### src/rtl/mult_parity_core.sv
// Multiplier responder: req/ack operand capture with even-parity check, iterative
// shift-add multiply on operand magnitudes, and a result_rdy strobe with product parity.
//
// state | meaning
// ------+---------------------------------------------------------------
// IDLE  | waiting for req; operands captured and parity checked on accept
// CALC  | shift-add iterations, timed by a down-counter to terminal count 0
// DONE  | result/parity/error flags registered, result_rdy strobed
module mult_parity_core #(
    parameter int WIDTH          = 16,
    parameter int BITS_PER_CYCLE = 1
) (
    input  logic                 clk,
    input  logic                 rst,
    input  logic                 req,
    input  logic [WIDTH-1:0]     arg_a,
    input  logic                 arg_a_parity,
    input  logic [WIDTH-1:0]     arg_b,
    input  logic                 arg_b_parity,
    output logic                 ack,
    output logic [2*WIDTH-1:0]   result,
    output logic                 result_parity,
    output logic                 result_rdy,
    output logic                 arg_parity_error
);

    localparam int CYCLES = WIDTH / BITS_PER_CYCLE;
    localparam int CNT_W  = $clog2(CYCLES + 1);
    localparam int PW     = 2 * WIDTH;

    typedef enum logic [1:0] {
        IDLE = 2'd0,
        CALC = 2'd1,
        DONE = 2'd2
    } state_t;

    state_t state;
    state_t state_next;

    logic [PW-1:0]    mcand;
    logic [PW-1:0]    acc;
    logic [PW-1:0]    acc_step;
    logic [PW-1:0]    prod;
    logic [WIDTH-1:0] mplier;
    logic [WIDTH-1:0] mag_a;
    logic [WIDTH-1:0] mag_b;
    logic [CNT_W-1:0] cnt;
    logic             neg;
    logic             perr;
    logic             perr_in;
    logic             accept;
    logic             step;
    logic             finish;
    logic             ack_next;
    logic             rdy_next;

    assign perr_in = (arg_a_parity != ^arg_a) | (arg_b_parity != ^arg_b);

    // Magnitude of -2^(WIDTH-1) is 2^(WIDTH-1), which still fits unsigned in WIDTH bits.
    assign mag_a = arg_a[WIDTH-1] ? (WIDTH'(0) - arg_a) : arg_a;
    assign mag_b = arg_b[WIDTH-1] ? (WIDTH'(0) - arg_b) : arg_b;

    always_ff @(posedge clk or posedge rst) begin
        if (rst) begin
            state <= IDLE;
        end else begin
            state <= state_next;
        end
    end

    always_comb begin
        state_next = state;
        accept     = 1'b0;
        step       = 1'b0;
        finish     = 1'b0;
        ack_next   = 1'b0;
        rdy_next   = 1'b0;
        case (state)
            IDLE: begin
                if (req) begin
                    accept     = 1'b1;
                    ack_next   = 1'b1;
                    state_next = perr_in ? DONE : CALC;
                end
            end
            CALC: begin
                step = 1'b1;
                if (cnt == '0) begin
                    state_next = DONE;
                end
            end
            DONE: begin
                finish     = 1'b1;
                rdy_next   = 1'b1;
                state_next = IDLE;
            end
            default: begin
                state_next = IDLE;
            end
        endcase
    end

    always_comb begin
        acc_step = acc;
        for (int i = 0; i < BITS_PER_CYCLE; i++) begin
            if (mplier[i]) begin
                acc_step = acc_step + (mcand << i);
            end
        end
    end

    assign prod = neg ? (PW'(0) - acc) : acc;

    always_ff @(posedge clk or posedge rst) begin
        if (rst) begin
            ack              <= 1'b0;
            result_rdy       <= 1'b0;
            result           <= '0;
            result_parity    <= 1'b0;
            arg_parity_error <= 1'b0;
            mcand            <= '0;
            mplier           <= '0;
            acc              <= '0;
            cnt              <= '0;
            neg              <= 1'b0;
            perr             <= 1'b0;
        end else begin
            ack        <= ack_next;
            result_rdy <= rdy_next;
            if (accept) begin
                mcand  <= {{WIDTH{1'b0}}, mag_a};
                mplier <= mag_b;
                acc    <= '0;
                cnt    <= CNT_W'(CYCLES - 1);
                neg    <= arg_a[WIDTH-1] ^ arg_b[WIDTH-1];
                perr   <= perr_in;
            end
            if (step) begin
                acc    <= acc_step;
                mcand  <= mcand << BITS_PER_CYCLE;
                mplier <= mplier >> BITS_PER_CYCLE;
                cnt    <= cnt - CNT_W'(1);
            end
            // Outputs only change here, so they hold until the next DONE.
            if (finish) begin
                if (perr) begin
                    result           <= '0;
                    result_parity    <= 1'b0;
                    arg_parity_error <= 1'b1;
                end else begin
                    result           <= prod;
                    result_parity    <= ^prod;
                    arg_parity_error <= 1'b0;
                end
            end
        end
    end

endmodule
### config.mk
export PLATFORM = sky130hd
export DESIGN_NAME = mult_parity_core
export DESIGN_NICKNAME = d
export VERILOG_FILES = /design/src/rtl/mult_parity_core.sv
export SDC_FILE = /design/constraint.sdc
export NUM_CORES = 1
export LEC_CHECK = 0
export ABC_CLOCK_PERIOD_IN_PS = 4100
export CORE_UTILIZATION = 53
export DETAILED_ROUTE_END_ITERATION = 12
export GPL_TIMING_DRIVEN = 0
export PLACE_DENSITY = 0.88
export REMOVE_ABC_BUFFERS = 1
export SETUP_SLACK_MARGIN = 0.3
export SLEW_MARGIN = 20
export SYNTH_ARGS = -nofsm -noshare
export SYNTH_HDL_FRONTEND = slang
export SYNTH_SLANG_ARGS = --single-unit
### constraint.sdc
create_clock -name clk -period 4.1 [get_ports clk]
set_clock_uncertainty 0.2 [all_clocks]
set_input_delay 0.41 -clock clk [delete_from_list [all_inputs] [get_ports clk]]
set_output_delay 0.41 -clock clk [all_outputs]
set_load 0.05 [all_outputs]
### Placement view, run 1

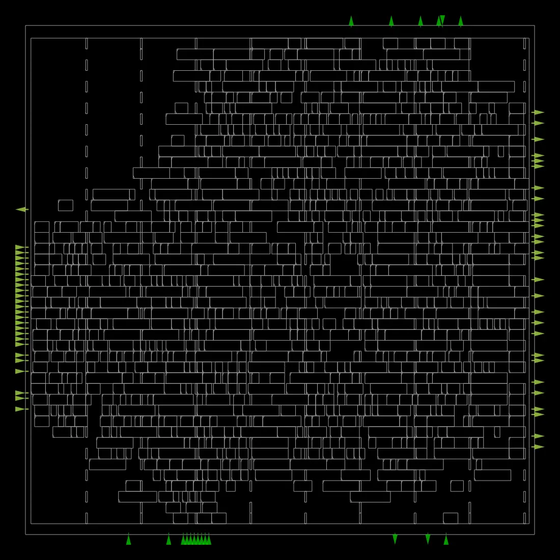
Tap Cells: 211
CORE AREA: 0.0154 mm2
fill cell count: 1186
row count: 45

### Selected gate families, run 1

Drawn at 3 px/um.
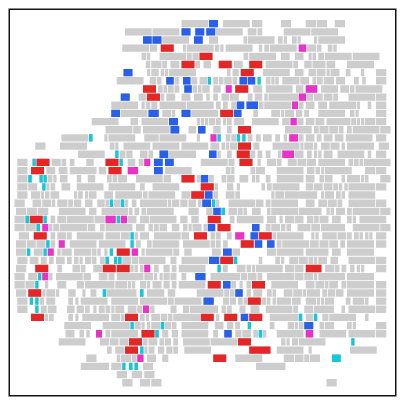
adder and majority cells -> red  # cells 49
AND and OR gates -> magenta  # cells 24, where widely spread
inverters -> cyan  # cells 52
AND-OR and OR-AND gates -> blue  # cells 46

### Metal layers overlaid, run 1

Drawn at 3 px/um. Only two layers are drawn.
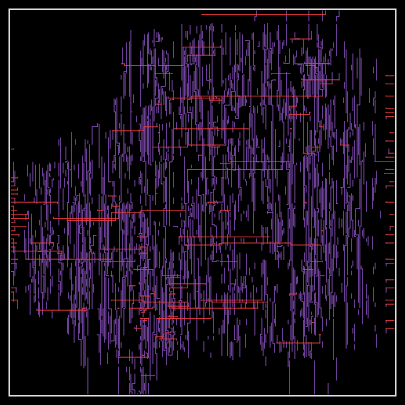
metal 3 -> red  # wire length 969 um
metal 2 -> purple  # wire length 9180 um
final WL: 19300 um
DR WL/cell: 15.8 um
overall routing resource usage: 25.3%
routed vias: 7037

run 1: routing by layer:
| layer | GRT usage (%) | wire length (um) |
|---|---|---|
| met5 | 0 | 0 |
| met2 | 41.8 | 9180 |
| met4 | 11.3 | 508 |
| met3 | 4.84 | 969 |
| met1 | 32.3 | 8650 |
run 1: kinds of logic (layout without fill, tap and decap cells):
group	after synthesis	in the layout	share of synthesized area (%)
AND-OR/OR-AND	283	283	21.2
XOR/XNOR	136	136	14.6
adder cells (fa/ha/maj)	49	49	7.34
buffers and inverters	106	159	4.84
flip-flops	125	125	37.0
multiplexers	5	5	0.607
AND/OR/NAND/NOR	252	252	14.5
run 1: sequential cells by signal, summed over array words and instances (netlist names):
register	count
acc	32
mcand	32
result	32
mplier	16
cnt	5
state	2
ack	1
arg_parity_error	1
neg	1
perr	1
result_parity	1
result_rdy	1
==> flow_summary.json, run 1 <==
{
  "finalCriticalPeriod_ns": 3.64,
  "top_cell": "nand2_1",
  "cts_hold_buf": 0,
  "post-cts-setup-buffers": 0,
  "final-nonclk-buf-share_pct": 8.32,
  "area_leaders": "dfrtp_1, xnor2_1, ha_1",
  "ys_area_mm2": 0.00846,
  "power_frac_seq_pct": 25.5,
  "switchingPower_uw": 3660,
  "cp_data_arrival_time_ns": 3.73,
  "dpl_worst_slack_ns": 0.0666,
  "cts_root_buffer": "clkbuf_16",
  "fin_crit_sh_pct": 88.7,
  "postSynthCellCount": 956,
  "drtIter0Drc": 522,
  "clock_buffers": 25,
  "yosysTopAreaCell": "dfrtp_1",
  "peakVddDrop_v": 0.000649,
  "overflow": 0,
  "synthFlopType": "dfrtp_1",
  "worst_pin_slew_ns": 0.917,
  "clock-sinks": 125,
  "final_net_count": 1083,
  "maxSlewHeadroom_pct": 38.9,
  "maxPowerGroup": "combinational cells",
  "end_kind": "flip-flop",
  "path_max_fanout": 8,
  "grt_pass1_vias": 6865,
  "r2r_cells": 12,
  "die_area_mm2": 0.0165,
  "cts_buffer_depth": 2,
  "layout_setup_ws_ns": 0.462,
  "seq_power_uw": 2110,
  "ys_seq_share_pct": 37.0,
  "lay_top_cells": "nand2_1, dfrtp_1, o21ai_0, xnor2_1, clkdlybuf4s50_1",
  "crit_path_start_kind": "flip-flop",
  "synth.distinct_cells": 67,
  "critPathMaxStageDelay_ns": 0.61,
  "edf_count": 0,
  "fin_util_pct": 64.9,
  "async_flop_share_pct": 100,
  "timing.rr.end": "result_parity",
  "cts_tree": "done",
  "yosysWarnings": 0,
  "final_area_mm2": 0.00998,
  "clkCellAreaFrac_pct": 5.57,
  "htree_num_levels": 4,
  "crit_chain": "inv_1 -> ha_2 -> nor3b_4 -> nand4_4 -> or4_4 -> o21ai_2 -> xor2_2 -> xnor2_1 -> xnor3_1 -> xnor2_1 -> xnor2_1 -> o31ai_2",
  "seq_share_pct": 31.4,
  "leakagePower_uw": 0.00437,
  "hold_ws_ns": 0.241,
  "io_pins": 73,
  "comb-cell-share_pct": 50.1,
  "path_clk_slew_ns": 0.05,
  "lay_top_count": "nand2_1",
  "regArea_mm2": 0.00313,
  "holdCritPathClass": "input port to async pin",
  "finalHoldViolations": 0,
  "logic_gates": 725,
  "crit_required_ns": 4.19,
  "status": "completed",
  "pg_clk_uw": 1410,
  "seq_cells": 125,
  "layout.cells.non_filler": 1220,
  "rr_startpoint": "acc[0]",
  "slowest_stage": "or4_4",
  "dp_hpwl_um": 14000,
  "syn-cell-area_mm2": 0.00846,
  "grt_max_degree": 65,
  "fp.dieW_um": 128,
  "finalPower_uw": 8300,
  "yosys_cells": 956,
  "insertion_delay_ns": 0.43,
  "cts_buffers": 17,
  "combPwrFrac_pct": 57.5,
  "common_cells": "nand2_1, dfrtp_1, o21ai_0",
  "num_antenna_cells": 0,
  "ys.flops": 125,
  "nNonClkInverters": 52,
  "cpLargestDelayFamily": "simple AND/OR/NAND/NOR gates",
  "cp-startpoint": "acc[0]",
  "avgSynthCellArea_um2": 8.85,
  "portBuffers": 72,
  "setup_violations": 0,
  "internal_power_uw": 4640,
  "placed_cells": 1189,
  "pg_comb_uw": 4770,
  "drv_cap": 0,
  "routed_via_density": 5.77,
  "fmax_mhz": 275,
  "crit_end": "result_parity"
}
### Wiring heat map, run 1

Drawn at 2 px/um. 26 x 26 tiles, from dark purple (low) to yellow (high), scaled to the fullest tile. Values are wire area over tile area, all layers added.
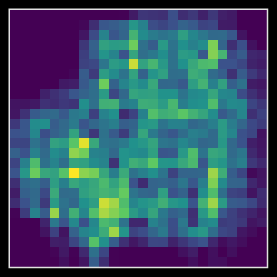

--- run 2 (diff from run 1) ---
--- a/config.mk
+++ b/config.mk
@@ -12,7 +12,7 @@
 export PLACE_DENSITY = 0.88
 export REMOVE_ABC_BUFFERS = 1
 export SETUP_SLACK_MARGIN = 0.3
-export SLEW_MARGIN = 20
+export SLEW_MARGIN = 0
 export SYNTH_ARGS = -nofsm -noshare
 export SYNTH_HDL_FRONTEND = slang
 export SYNTH_SLANG_ARGS = --single-unit
### Wiring heat map, run 2

Drawn at 2 px/um. 26 x 26 tiles, from dark purple (low) to yellow (high), scaled to the fullest tile. Values are wire area over tile area, all layers added.
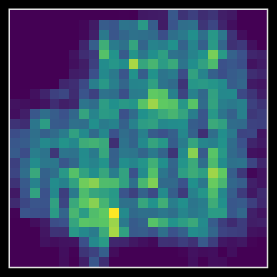
tiles over half the peak = 20%
nearly empty tiles = 17%
emptiest ninth of the die = upper left
fullest tile = 0.65
densest ninth of the die = center

==> run 2 against run 1 <==
Net effect:
- worst setup slack worse by 0.012 ns
- synthesized cell count stayed put
- sequential power about the same
- count of clock-buffer cells in the layout is the same
- critical path type unchanged
- fmax decreased by 0.33%
- power rose by 0.64%
- die size did not move
- clock power is essentially flat
- combinational power increased by 1%
- area after synthesis unchanged
==> flow_summary.json, run 2 <==
{
  "lay_top_cells": "nand2_1, dfrtp_1, o21ai_0, xnor2_1, clkdlybuf4s50_1",
  "status": "completed",
  "fp.dieW_um": 128,
  "synthFlopType": "dfrtp_1",
  "grt_max_degree": 95,
  "final-nonclk-buf-share_pct": 8.07,
  "met3_length_um": 1000,
  "fmax_mhz": 274,
  "drv_cap": 0,
  "crit_required_ns": 4.17,
  "regArea_mm2": 0.00313,
  "yosysTopAreaCell": "dfrtp_1",
  "path_max_fanout": 8,
  "routed_via_density": 5.86,
  "rows": 45,
  "cts_buffer_depth": 2,
  "pg_clk_uw": 1400,
  "adder_share_pct": 7.34,
  "finalPower_uw": 8350,
  "mux_area_share_pct": 0.607,
  "clkCellAreaFrac_pct": 5.57,
  "fin_util_pct": 64.9,
  "grt_use_met2_pct": 42.7,
  "async_flop_share_pct": 100,
  "highest_layer": "met4",
  "yosysWarnings": 0,
  "finalHoldViolations": 0,
  "final_area_mm2": 0.00998,
  "yosys_cells": 956,
  "placed_cells": 1188,
  "lay_top_count": "nand2_1",
  "ys_area_mm2": 0.00846,
  "met2WireLength_um": 9410,
  "hold_ws_ns": 0.139,
  "avgSynthCellArea_um2": 8.85,
  "syn-cell-area_mm2": 0.00846,
  "layout.cells.non_filler": 1222,
  "power_frac_seq_pct": 25.5,
  "clock_buffers": 25,
  "synth.distinct_cells": 67,
  "fin_crit_sh_pct": 89.0,
  "r2r_cells": 12,
  "use_met1_pct": 31.8,
  "path_clk_slew_ns": 0.05,
  "top_cell": "nand2_1",
  "seq_share_pct": 31.4,
  "reg_top3": "acc (32), mcand (32), result (32)",
  "io_pins": 73,
  "vias": 7162,
  "cts_hold_buf": 0,
  "maxSlewHeadroom_pct": 12.0,
  "maxPowerGroup": "combinational cells",
  "pg_comb_uw": 4820,
  "grt_pass1_vias": 6823,
  "logic_family": "AND-OR/OR-AND gates",
  "coreArea_mm2": 0.0154,
  "grt_use_met3_pct": 4.63,
  "end_kind": "flip-flop",
  "portBuffers": 72,
  "logic_gates": 726
}
### Layout detail, run 2

Window x 49 to 79, y 49 to 79 um. Cells in gray, sequential cells in the stronger gray; small squares are vias.
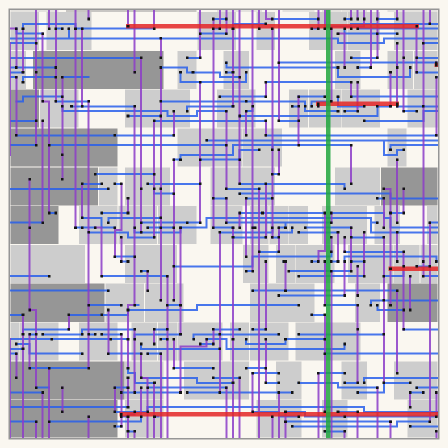
metal 2 -> purple
metal 1 -> blue
metal 3 -> red
metal 4 -> green
most frequent = nand2_1 (8), ha_1 (7)
netlist names of flops here include = mcand (5), acc (1)
cells with their middle in the window = 69
sequential cells in the window = 6

run 2: worst max path at each step:
stage	cells after the start	endpoint	start	slack (ns)
global route	12	result_parity	acc[0]	0.30
floorplan	1	acc[0]	rst	0.16
CTS	10	result_parity	acc[2]	0.30
finish	12	result_parity	acc[0]	0.45
detailed placement	12	result_parity	acc[1]	0.08
global placement	2	mcand[28]	rst	-1.48
run 2: critical path: stages, from the launching register on:
cell     delay [ns]
dfrtp_2        0.47
inv_1          0.11
ha_2           0.22
nor3b_4        0.33
nand4_4        0.19
or4_4          0.60
o21ai_2        0.20
xor2_2         0.18
xnor2_1        0.14
xnor3_1        0.42
xnor2_1        0.18
xnor2_1        0.17
o31ai_2        0.07
### Metal layers overlaid, run 2

Drawn at 3 px/um. Only two layers are drawn.
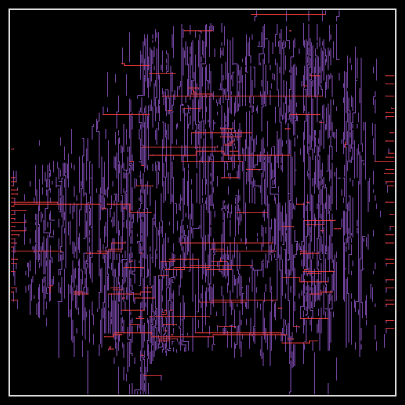

--- run 3 (diff from run 2) ---
--- a/config.mk
+++ b/config.mk
@@ -6,10 +6,10 @@
 export NUM_CORES = 1
 export LEC_CHECK = 0
 export ABC_CLOCK_PERIOD_IN_PS = 4100
-export CORE_UTILIZATION = 53
+export CORE_UTILIZATION = 38
 export DETAILED_ROUTE_END_ITERATION = 12
 export GPL_TIMING_DRIVEN = 0
-export PLACE_DENSITY = 0.88
+export PLACE_DENSITY = 0.69
 export REMOVE_ABC_BUFFERS = 1
 export SETUP_SLACK_MARGIN = 0.3
 export SLEW_MARGIN = 0
### Metal layers overlaid, run 3

Drawn at 2 px/um. Only two layers are drawn.
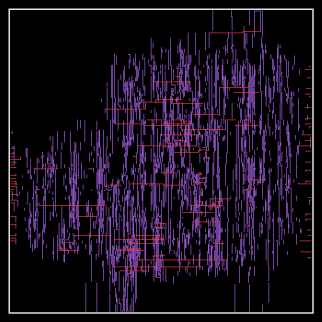
metal 2 -> purple  # wire length 8970 um
metal 3 -> red  # wire length 899 um

### Placement view, run 3

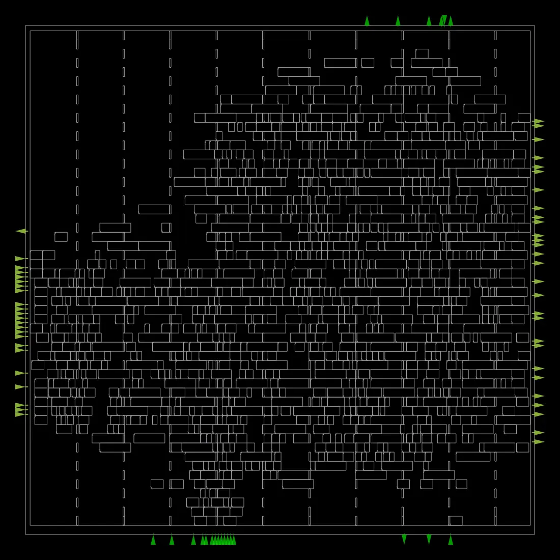
fraction of area in registers: 31.0%
flop count: 125
Final Non-Filler Cells: 1291
Tap Cells: 280
CORE AREA: 0.0218 mm2

==> run 3 against run 2 <==
Net effect:
- register-to-register slack got worse by 0.03 ns
- sequential power barely moved
- global-route usage fell by 7.2 points
- sequential share of layout area fell by 0.35 points
- largest cell class unchanged
==> flow_summary.json, run 3 <==
{
  "status": "completed",
  "crit_path_start_kind": "flip-flop",
  "r2r_cells": 12,
  "grt_use_met2_pct": 28.9,
  "synth.distinct_cells": 67,
  "cp-startpoint": "acc[1]",
  "maxSlewHeadroom_pct": 16.9,
  "syn-cell-area_mm2": 0.00846,
  "slew_viol_final": 0,
  "edf_count": 0,
  "maxPowerGroup": "combinational cells",
  "insertion_delay_ns": 0.42,
  "wl_met1_um": 9330,
  "busiest_layer": "met2",
  "path_max_fanout": 7,
  "peakVddDrop_v": 0.000560,
  "crit_required_ns": 4.19,
  "slowest_stage": "or4_4",
  "cp_num_cells": 12,
  "area_leaders": "dfrtp_1, xnor2_1, ha_1",
  "vias": 6926,
  "dp_hpwl_um": 13900,
  "top_cell": "nand2_1",
  "fmax_mhz": 272,
  "drv_cap": 0,
  "yosysTopAreaCell": "dfrtp_1",
  "rsz0062_at_grt": "true",
  "crit_buf_inv": 1,
  "die_area_mm2": 0.0229,
  "ys_seq_share_pct": 37.0,
  "crit_end": "result_parity",
  "worst_pin_slew_ns": 1.25,
  "critPathMaxStageDelay_ns": 0.61,
  "common_cells": "nand2_1, dfrtp_1, o21ai_0",
  "met2WireLength_um": 8970,
  "wl_per_cell_um": 15.2,
  "finalCriticalPeriod_ns": 3.68,
  "combPwrFrac_pct": 56.7,
  "highest_layer": "met4",
  "tool_warnings": 28,
  "clock-sinks": 125,
  "leakagePower_uw": 0.00438,
  "grt_use_met3_pct": 3.31,
  "yosysWarnings": 0,
  "fin_crit_sh_pct": 89.7,
  "fin_util_pct": 46.2,
  "rows": 54,
  "cp_data_arrival_time_ns": 3.77,
  "ys_area_mm2": 0.00846,
  "die_height_um": 151,
  "lay_top_count": "nand2_1",
  "cpLargestDelayFamily": "simple AND/OR/NAND/NOR gates",
  "cts_buffer_depth": 2,
  "powerDensity_mw_per_mm2": 826,
  "groute.usage.overall_pct": 18.0,
  "met3_length_um": 898,
  "finalHoldViolations": 0,
  "wl_um": 19600,
  "seq_power_uw": 2110,
  "finalWeightedCongestion": 0.856,
  "htree_num_levels": 4,
  "setup_violations": 0,
  "syn_to_final_growth_pct": 19.2,
  "ant_nets": 0,
  "initial_core_util_pct": 38.8,
  "drc": 0,
  "top_area_share_pct": 37.0,
  "post-cts-setup-buffers": 0,
  "pg_comb_uw": 4720,
  "clkPwrFrac_pct": 18.0,
  "lay_top_cells": "nand2_1, dfrtp_1, o21ai_0, xnor2_1, clkdlybuf4s50_1",
  "reg_top3": "acc (32), mcand (32), result (32)",
  "pg_clk_uw": 1500,
  "ys.flops": 125,
  "antenna_found_initial": 0,
  "holdCritPathClass": "input port to async pin",
  "dpl_worst_slack_ns": 0.0811,
  "path_class": "flip-flop to flip-flop",
  "drtIter0Drc": 430,
  "fp.dieW_um": 151,
  "finalPower_uw": 8330,
  "timing.rr.end": "result_parity",
  "final_area_mm2": 0.0101,
  "grt_pass1_wl_um": 32100,
  "placed_cell_area_mm2": 0.00940,
  "routed_via_density": 5.36,
  "async_flop_share_pct": 100,
  "cts_buffers": 17,
  "swShare_pct": 43.8,
  "cpMostUsedCell": "xnor2_1",
  "synthFlopType": "dfrtp_1",
  "yosys_cells": 956,
  "first_pass_iters": 5,
  "drive_gt1_share_pct": 5.84,
  "internal_power_uw": 4690,
  "io_pins": 73,
  "r2r_slack_ns": 0.42,
  "crit_chain": "inv_1 -> ha_1 -> nor3b_4 -> nand4_4 -> or4_4 -> o21ai_2 -> xor2_2 -> xnor2_1 -> xnor3_1 -> xnor2_1 -> xnor2_1 -> o31ai_2",
  "grt_max_degree": 97,
  "hold_ws_ns": 0.132,
  "postSynthCellCount": 956,
  "path_clk_slew_ns": 0.06,
  "layout_setup_ws_ns": 0.421,
  "final_net_count": 1084,
  "cts_root_buffer": "clkbuf_16",
  "switchingPower_uw": 3650,
  "finalSetupTns_ns": 0,
  "num_antenna_cells": 0,
  "overflow": 0,
  "rr_startpoint": "acc[1]",
  "use_met1_pct": 23.8,
  "avgSynthCellArea_um2": 8.85,
  "placed_cells": 1256,
  "grt_pass1_vias": 6603,
  "power_frac_seq_pct": 25.3,
  "cts_tree": "done",
  "end_kind": "flip-flop",
  "portBuffers": 72
}
## run 3: kinds of logic (layout without fill, tap and decap cells)
group,Yosys count,count (layout),synth area share (%)
AND-OR/OR-AND,283,284,21.2
AND/OR/NAND/NOR,252,253,14.5
XOR/XNOR,136,136,14.6
flip-flops,125,125,37.0
buffers and inverters,106,159,4.84
adder cells (fa/ha/maj),49,49,7.34
multiplexers,5,5,0.607
## run 3: cell type report
class                      count  area, um2
timing repair buffer          75        803
clock buffer                  25        465
tap                          280        350
clock inverter                 7        113
sequential                   125       3130
fill                        2072      11700
inverter                      52        200
multi-input combinational    727       5020
## run 3: repair_timing
action                     CTS  global route
cloned                       0             2
hold buffers                 0             0
setup endpoints to repair    2            33
pin swaps                    0             1
resized                      2             9
Power and IR drop assume default switching activity.
